--- src/rtl/clk_d_monitor.sv ---
// clk_d_monitor: measures the period and high time of clk_d, a same-domain divided clock sampled as
//   data, and runs a lock/fault state machine against an expected period and tolerance.
// Latency: period/high_time/meas_valid/locked are registered, 1 cycle after the rise-detect cycle.
// Backpressure: none; the monitor observes clk_d and never stalls it.
// Ports:
//   clk, rst          - system clock, synchronous active-high reset
//   clk_d, en         - divided clock (sampled as data), monitor enable (0 forces IDLE)
//   exp_period, tol   - expected period and allowed absolute deviation, both in clk cycles
//   period, high_time - last measured period / high time
//   meas_valid        - 1-cycle pulse when period/high_time update
//   locked, lock_lost - LOCKED state indicator, 1-cycle pulse on LOCKED->ACQUIRE
//   fault             - clk_d stuck (no rise for TIMEOUT cycles); sticky until en=0 or rst
module clk_d_monitor #(
  parameter int CNT_W    = 16,
  parameter int LOCK_CNT = 4,
  parameter int TIMEOUT  = 1024
) (
  input  logic             clk,
  input  logic             rst,
  input  logic             clk_d,
  input  logic             en,
  input  logic [CNT_W-1:0] exp_period,
  input  logic [3:0]       tol,
  output logic [CNT_W-1:0] period,
  output logic [CNT_W-1:0] high_time,
  output logic             meas_valid,
  output logic             locked,
  output logic             lock_lost,
  output logic             fault
);

  localparam int MC_W = $clog2(LOCK_CNT + 1);
  localparam logic [CNT_W-1:0] TIMEOUT_C = CNT_W'(TIMEOUT);
  localparam logic [MC_W-1:0]  MC_LAST   = MC_W'(LOCK_CNT - 1);

  typedef enum logic [1:0] {IDLE, ACQUIRE, LOCKED, FAULT} state_t;

  state_t           state_q, state_d;
  logic             d_q;
  logic [CNT_W-1:0] per_cnt_q, hi_hold_q;
  logic             armed_q, fall_seen_q;
  logic [MC_W-1:0]  match_cnt_q;
  logic [CNT_W-1:0] period_q, high_time_q;
  logic             meas_valid_q, lock_lost_q;

  logic               rise, fall, active, tracking, meas, timeout, in_tol, match_last;
  logic signed [CNT_W:0] diff;
  logic [CNT_W:0]     abs_diff;

  assign rise = clk_d & ~d_q;
  assign fall = ~clk_d & d_q;

  // Counters only run outside IDLE; en=0 takes priority and clears them on the same edge.
  assign active   = en && (state_q != IDLE);
  assign tracking = en && (state_q == ACQUIRE || state_q == LOCKED);

  // A measurement needs a prior rise (armed) and a fall since it, so the first rise is never measured.
  assign meas = tracking && rise && armed_q && fall_seen_q;

  // A rise in the timeout cycle wins: per_cnt reloads and no fault is raised.
  assign timeout = tracking && !rise && (per_cnt_q >= TIMEOUT_C);

  // Operands are zero-extended so the signed difference and its magnitude cannot overflow.
  assign diff     = $signed({1'b0, per_cnt_q}) - $signed({1'b0, exp_period});
  assign abs_diff = diff[CNT_W] ? $unsigned(-diff) : $unsigned(diff);
  assign in_tol   = abs_diff <= (CNT_W + 1)'(tol);
  assign match_last = (match_cnt_q == MC_LAST);

  // State register
  always_ff @(posedge clk) begin
    if (rst) state_q <= IDLE;
    else     state_q <= state_d;
  end

  // Next-state logic
  always_comb begin
    state_d = state_q;
    if (!en) begin
      state_d = IDLE;
    end else begin
      case (state_q)
        IDLE:    state_d = ACQUIRE;
        ACQUIRE: begin
          if (timeout)                         state_d = FAULT;
          else if (meas && in_tol && match_last) state_d = LOCKED;
        end
        LOCKED: begin
          if (timeout)             state_d = FAULT;
          else if (meas && !in_tol) state_d = ACQUIRE;
        end
        FAULT:   state_d = FAULT;
        default: state_d = IDLE;
      endcase
    end
  end

  // State-derived outputs
  always_comb begin
    locked = (state_q == LOCKED);
    fault  = (state_q == FAULT);
  end

  // Measurement datapath
  always_ff @(posedge clk) begin
    if (rst) begin
      d_q          <= 1'b0;
      per_cnt_q    <= '0;
      hi_hold_q    <= '0;
      armed_q      <= 1'b0;
      fall_seen_q  <= 1'b0;
      match_cnt_q  <= '0;
      period_q     <= '0;
      high_time_q  <= '0;
      meas_valid_q <= 1'b0;
      lock_lost_q  <= 1'b0;
    end else begin
      d_q          <= clk_d;
      meas_valid_q <= meas;
      lock_lost_q  <= (state_q == LOCKED) && (state_d == ACQUIRE);
      if (meas) begin
        period_q    <= per_cnt_q;
        high_time_q <= hi_hold_q;
      end
      if (!active) begin
        per_cnt_q   <= '0;
        hi_hold_q   <= '0;
        armed_q     <= 1'b0;
        fall_seen_q <= 1'b0;
        match_cnt_q <= '0;
      end else begin
        if (rise)                 per_cnt_q <= CNT_W'(1);
        else if (per_cnt_q != '1) per_cnt_q <= per_cnt_q + CNT_W'(1);
        if (fall) begin
          hi_hold_q   <= per_cnt_q;
          fall_seen_q <= 1'b1;
        end
        if (rise) begin
          armed_q     <= 1'b1;
          fall_seen_q <= 1'b0;
        end
        if (timeout)
          match_cnt_q <= '0;
        else if (meas && state_q == ACQUIRE)
          match_cnt_q <= in_tol ? match_cnt_q + MC_W'(1) : '0;
        else if (meas && state_q == LOCKED && !in_tol)
          match_cnt_q <= '0;
      end
    end
  end

  assign period     = period_q;
  assign high_time  = high_time_q;
  assign meas_valid = meas_valid_q;
  assign lock_lost  = lock_lost_q;

endmodule
--- config.mk ---
export PLATFORM = sky130hd
export DESIGN_NAME = clk_d_monitor
export DESIGN_NICKNAME = d
export VERILOG_FILES = /design/src/rtl/clk_d_monitor.sv
export SDC_FILE = /design/constraint.sdc
export NUM_CORES = 1
export LEC_CHECK = 0
export ABC_AREA = 1
export CELL_PAD_IN_SITES_DETAIL_PLACEMENT = 0
export CELL_PAD_IN_SITES_GLOBAL_PLACEMENT = 1
export CORE_MARGIN = 2
export CORE_UTILIZATION = 36
export CTS_CLUSTER_SIZE = 10
export DETAILED_ROUTE_END_ITERATION = 8
export PLACE_DENSITY = 0.77
export SYNTH_ARGS = -nofsm -noshare
export SYNTH_HDL_FRONTEND = slang
export SYNTH_SLANG_ARGS = --single-unit
--- constraint.sdc ---
create_clock -name clk -period 3.9 [get_ports clk]
set_clock_uncertainty 0.15 [all_clocks]
set_input_delay 0.39 -clock clk [delete_from_list [all_inputs] [get_ports clk]]
set_output_delay 0.39 -clock clk [all_outputs]
set_load 0.1 [all_outputs]
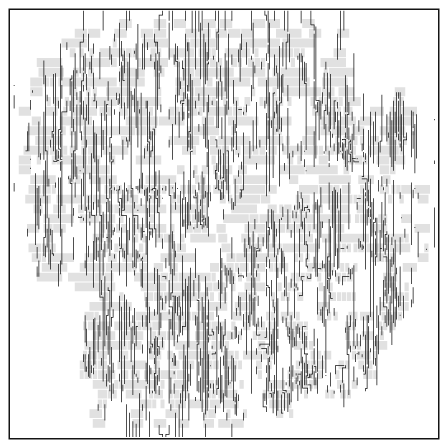
**Above:** the metal 2 layer.
wire length on this layer = 6,720 um
share of all routed wire = 48%
nets with wire on the layer = 743
main direction = vertical
longest straight run = 49.0 um

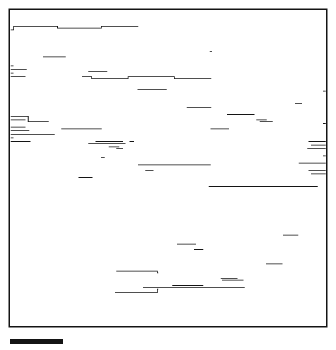
**Above:** the metal 3 layer.
The bar under the picture is 20 um long.
share of all routed wire = 3.7%
nets with wire on the layer = 46
wire length on this layer = 517 um
longest straight run = 40.9 um
main direction = horizontal

==> flow_summary_export.csv <==
group,metric,value,unit
critical_path,crit_slowest_cell,"dfxtp_2",
job,maxCapViolCount,0,
sta,setup_tns,0,ns
sta,worst_slew_pin_slew,0.997,ns
global_routing,grt_pass1_vias,4922,
synthesis,ys_area,0.00479,mm2
min_path,hold_class,"register to register",
sta,hold_viol,0,
cts,cts_sinks,74,
placement,dp_hpwl,10.8,mm
synthesis,async_flop_share,0,%
final_layout,layout.nets,933,
synthesis,ys.flops,74,
status,status,"finished clean",
power,p_comb,240,uW
global_routing,overflow,0,
critical_path,worst_setup_path_end_kind,"register",
cts,cts_tree,"built",
critical_path,critPathMaxFanout,3,
cts,ctsResizeCount,56,
cts,cts_buffers,9,
floorplanning,core-area,0.0131,mm2
sta,drv_slew,0,
power,total_power,1.88,mW
power,swShare,24.1,%
synthesis,netlist.top_cell.by_area,"dfxtp_1",
final_layout,synthToLayoutAreaGrowth,41.0,%
drt,vias_per_cell,4.83,
critical_path,crit_arrival,3.91,ns
power,leakage,3.13,nW
floorplanning,fp_util,36.5,%
cts,cts_root_buf,"clkbuf_16",
sta,finalSetupViolCount,0,
global_routing,grtUsageMet1,27.2,%
drt,routedLengthMet1,6.71,mm
placement,placed_cells,1033,
sta,slew_headroom,33.3,%
drt,drt-initial-drc-count,230,
floorplanning,die_area,0.0143,mm2
critical_path,startpoint_type,"register",
job,warnings,32,
final_layout,seqCellArea,0.00148,mm2
critical_path,cp_data_required_time,3.95,ns
floorplanning,die_h,119,um
cts,holdBufCountCts,0,
drt,drc,0,
power,power.share.combinational,12.8,%
cts,htreeDepth,3,
sta,rsz0062_at_grt,"yes",
synthesis,top_cells_by_count,"nand2_1 (216), inv_1 (112), dfxtp_1 (74), nand3_1 (63), a21oi_1 (62)",
synthesis,ys_types,34,
final_layout,drive_gt1_share,22.1,%
drt,num_vias,5120,
power,powerSeq,760,uW
final_layout,stdcell_count,1060,
synthesis,syn_inst,753,
synthesis,synth_top_area_share,30.9,%
critical_path,crit_type,"register to register",
synthesis,syn_avg_cell_area,6.37,um2
power,power.group.top,"clock",
power,ir_drop,0.211,mV
synthesis,fp_nets,807,
sta,period_needed,3.85,ns
synthesis,yosysMostFrequentCell,"nand2_1",
synthesis,yosys_cells,753,
power,p_sw,453,uW
floorplanning,pin_count,60,
floorplanning,rows,42,
final_layout,stdcell_area,0.00676,mm2
sta,setup_slack,0.0489,ns
final_layout,fill_cells,1314,
placement,dp_worst_setup_slack,-0.711,ns
floorplanning,die_width,119,um
synthesis,top_cells_by_area,"dfxtp_1 (31%), nand2_1 (17%), inv_1 (8.8%)",
cts,cts.clk_slew.worst_paths,0.06,ns
global_routing,grt_max_degree,44,
synthesis,ys.flop_type,"dfxtp_1",
sta,max_clock_freq,260,MHz
critical_path,path_delay_family,"simple AND/OR/NAND/NOR gates",
final_layout,comb_area,0.00315,mm2
drt,drt-total-wl,14.0,mm
power,power_frac_clock,46.8,%
drt,wl_met3,517,um
power,powerDensity,278,mW/mm2
drt,first_pass_iters,5,
critical_path,cp_num_buf_inv,4,
global_routing,grt_pass1_wl,23.5,mm
drt,topRoutingLayerUsed,"met4",
drt,wl_met2,6.71,mm
placement,postPlaceCellArea,0.00603,mm2
power,seq_power_share,40.4,%
cts,insertion_delay,0.33,ns
synthesis,syn-cell-area,0.00479,mm2
critical_path,path_common_cell,"nand2_1",
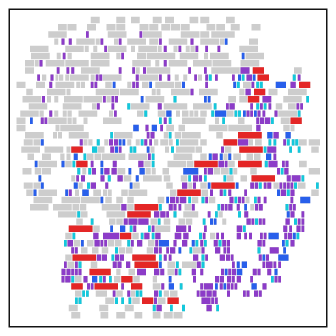
**Above:** gate families picked out.
adder and majority cells -> red  # cells 30
inverters -> cyan  # cells 117
NAND gates -> purple  # cells 316, where spread over the die
NOR gates -> blue  # cells 80

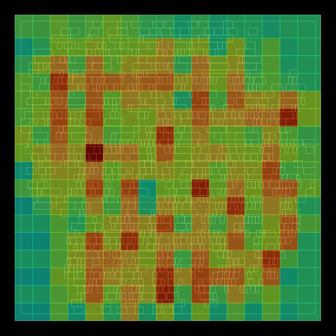
**Above:** routing congestion map.
GRT busiest layer: met2
Tot GR Track Use: 20.1%
Wirelength per Cell: 13.2 um
GR Layer Usage met2: 33.5%
post-route core utilization: 51.5%

[cells in the final DEF (no fill, tap or decap), types with 10 or more instances in the layout]
| master | synthesis | final |
|---|---|---|
| inv_2 | 2 | 18 |
| nand2_1 | 216 | 200 |
| inv_1 | 112 | 95 |
| clkdlybuf4s50_1 | 0 | 47 |
| buf_4 | 0 | 73 |
| o21ai_0 | 27 | 24 |
| a211oi_1 | 11 | 11 |
| nor2_1 | 61 | 57 |
| ha_1 | 29 | 14 |
| nand2_2 | 15 | 28 |
| nand3_1 | 63 | 58 |
| ha_4 | 0 | 14 |
| nand3_2 | 6 | 10 |
| a21oi_1 | 62 | 55 |
| dfxtp_1 | 74 | 73 |
| nand4_1 | 13 | 13 |
[layout make-up]
type | instances | area share (%)
clock buffer | 10 | 3.39
clock inverter | 6 | 1.31
inverter | 117 | 6.53
multi-input combinational | 544 | 46.6
sequential | 74 | 21.9
tap | 176 | 3.26
timing repair buffer | 133 | 17.0
[path summary, 6_finish.rpt]
check	start	endpoint	cells past startpoint	slack, ns
setup reg to reg	per_cnt_q[0]$_SDFFE_PP0P_	state_q[0]$_SDFF_PP0_	33	0.05
hold reg to reg	high_time[7]$_SDFFE_PP0P_	high_time[7]$_SDFFE_PP0P_	2	0.31
hold / removal	high_time[7]$_SDFFE_PP0P_	high_time[7]$_SDFFE_PP0P_	2	0.31
setup / recovery	per_cnt_q[0]$_SDFFE_PP0P_	state_q[0]$_SDFF_PP0_	33	0.05
[cells by family (layout without fill, tap and decap cells)]
logic type | count (synthesis) | count (layout) | share of synthesized area (%)
flops | 74 | 74 | 30.9
buf+inv | 135 | 266 | 10.8
fa+ha+maj | 30 | 30 | 7.99
xor+xnor | 8 | 8 | 1.46
simple gates | 400 | 400 | 36.7
compound gates | 106 | 106 | 12.2
Power figures rest on the tool's default switching activity, not on a simulated workload.
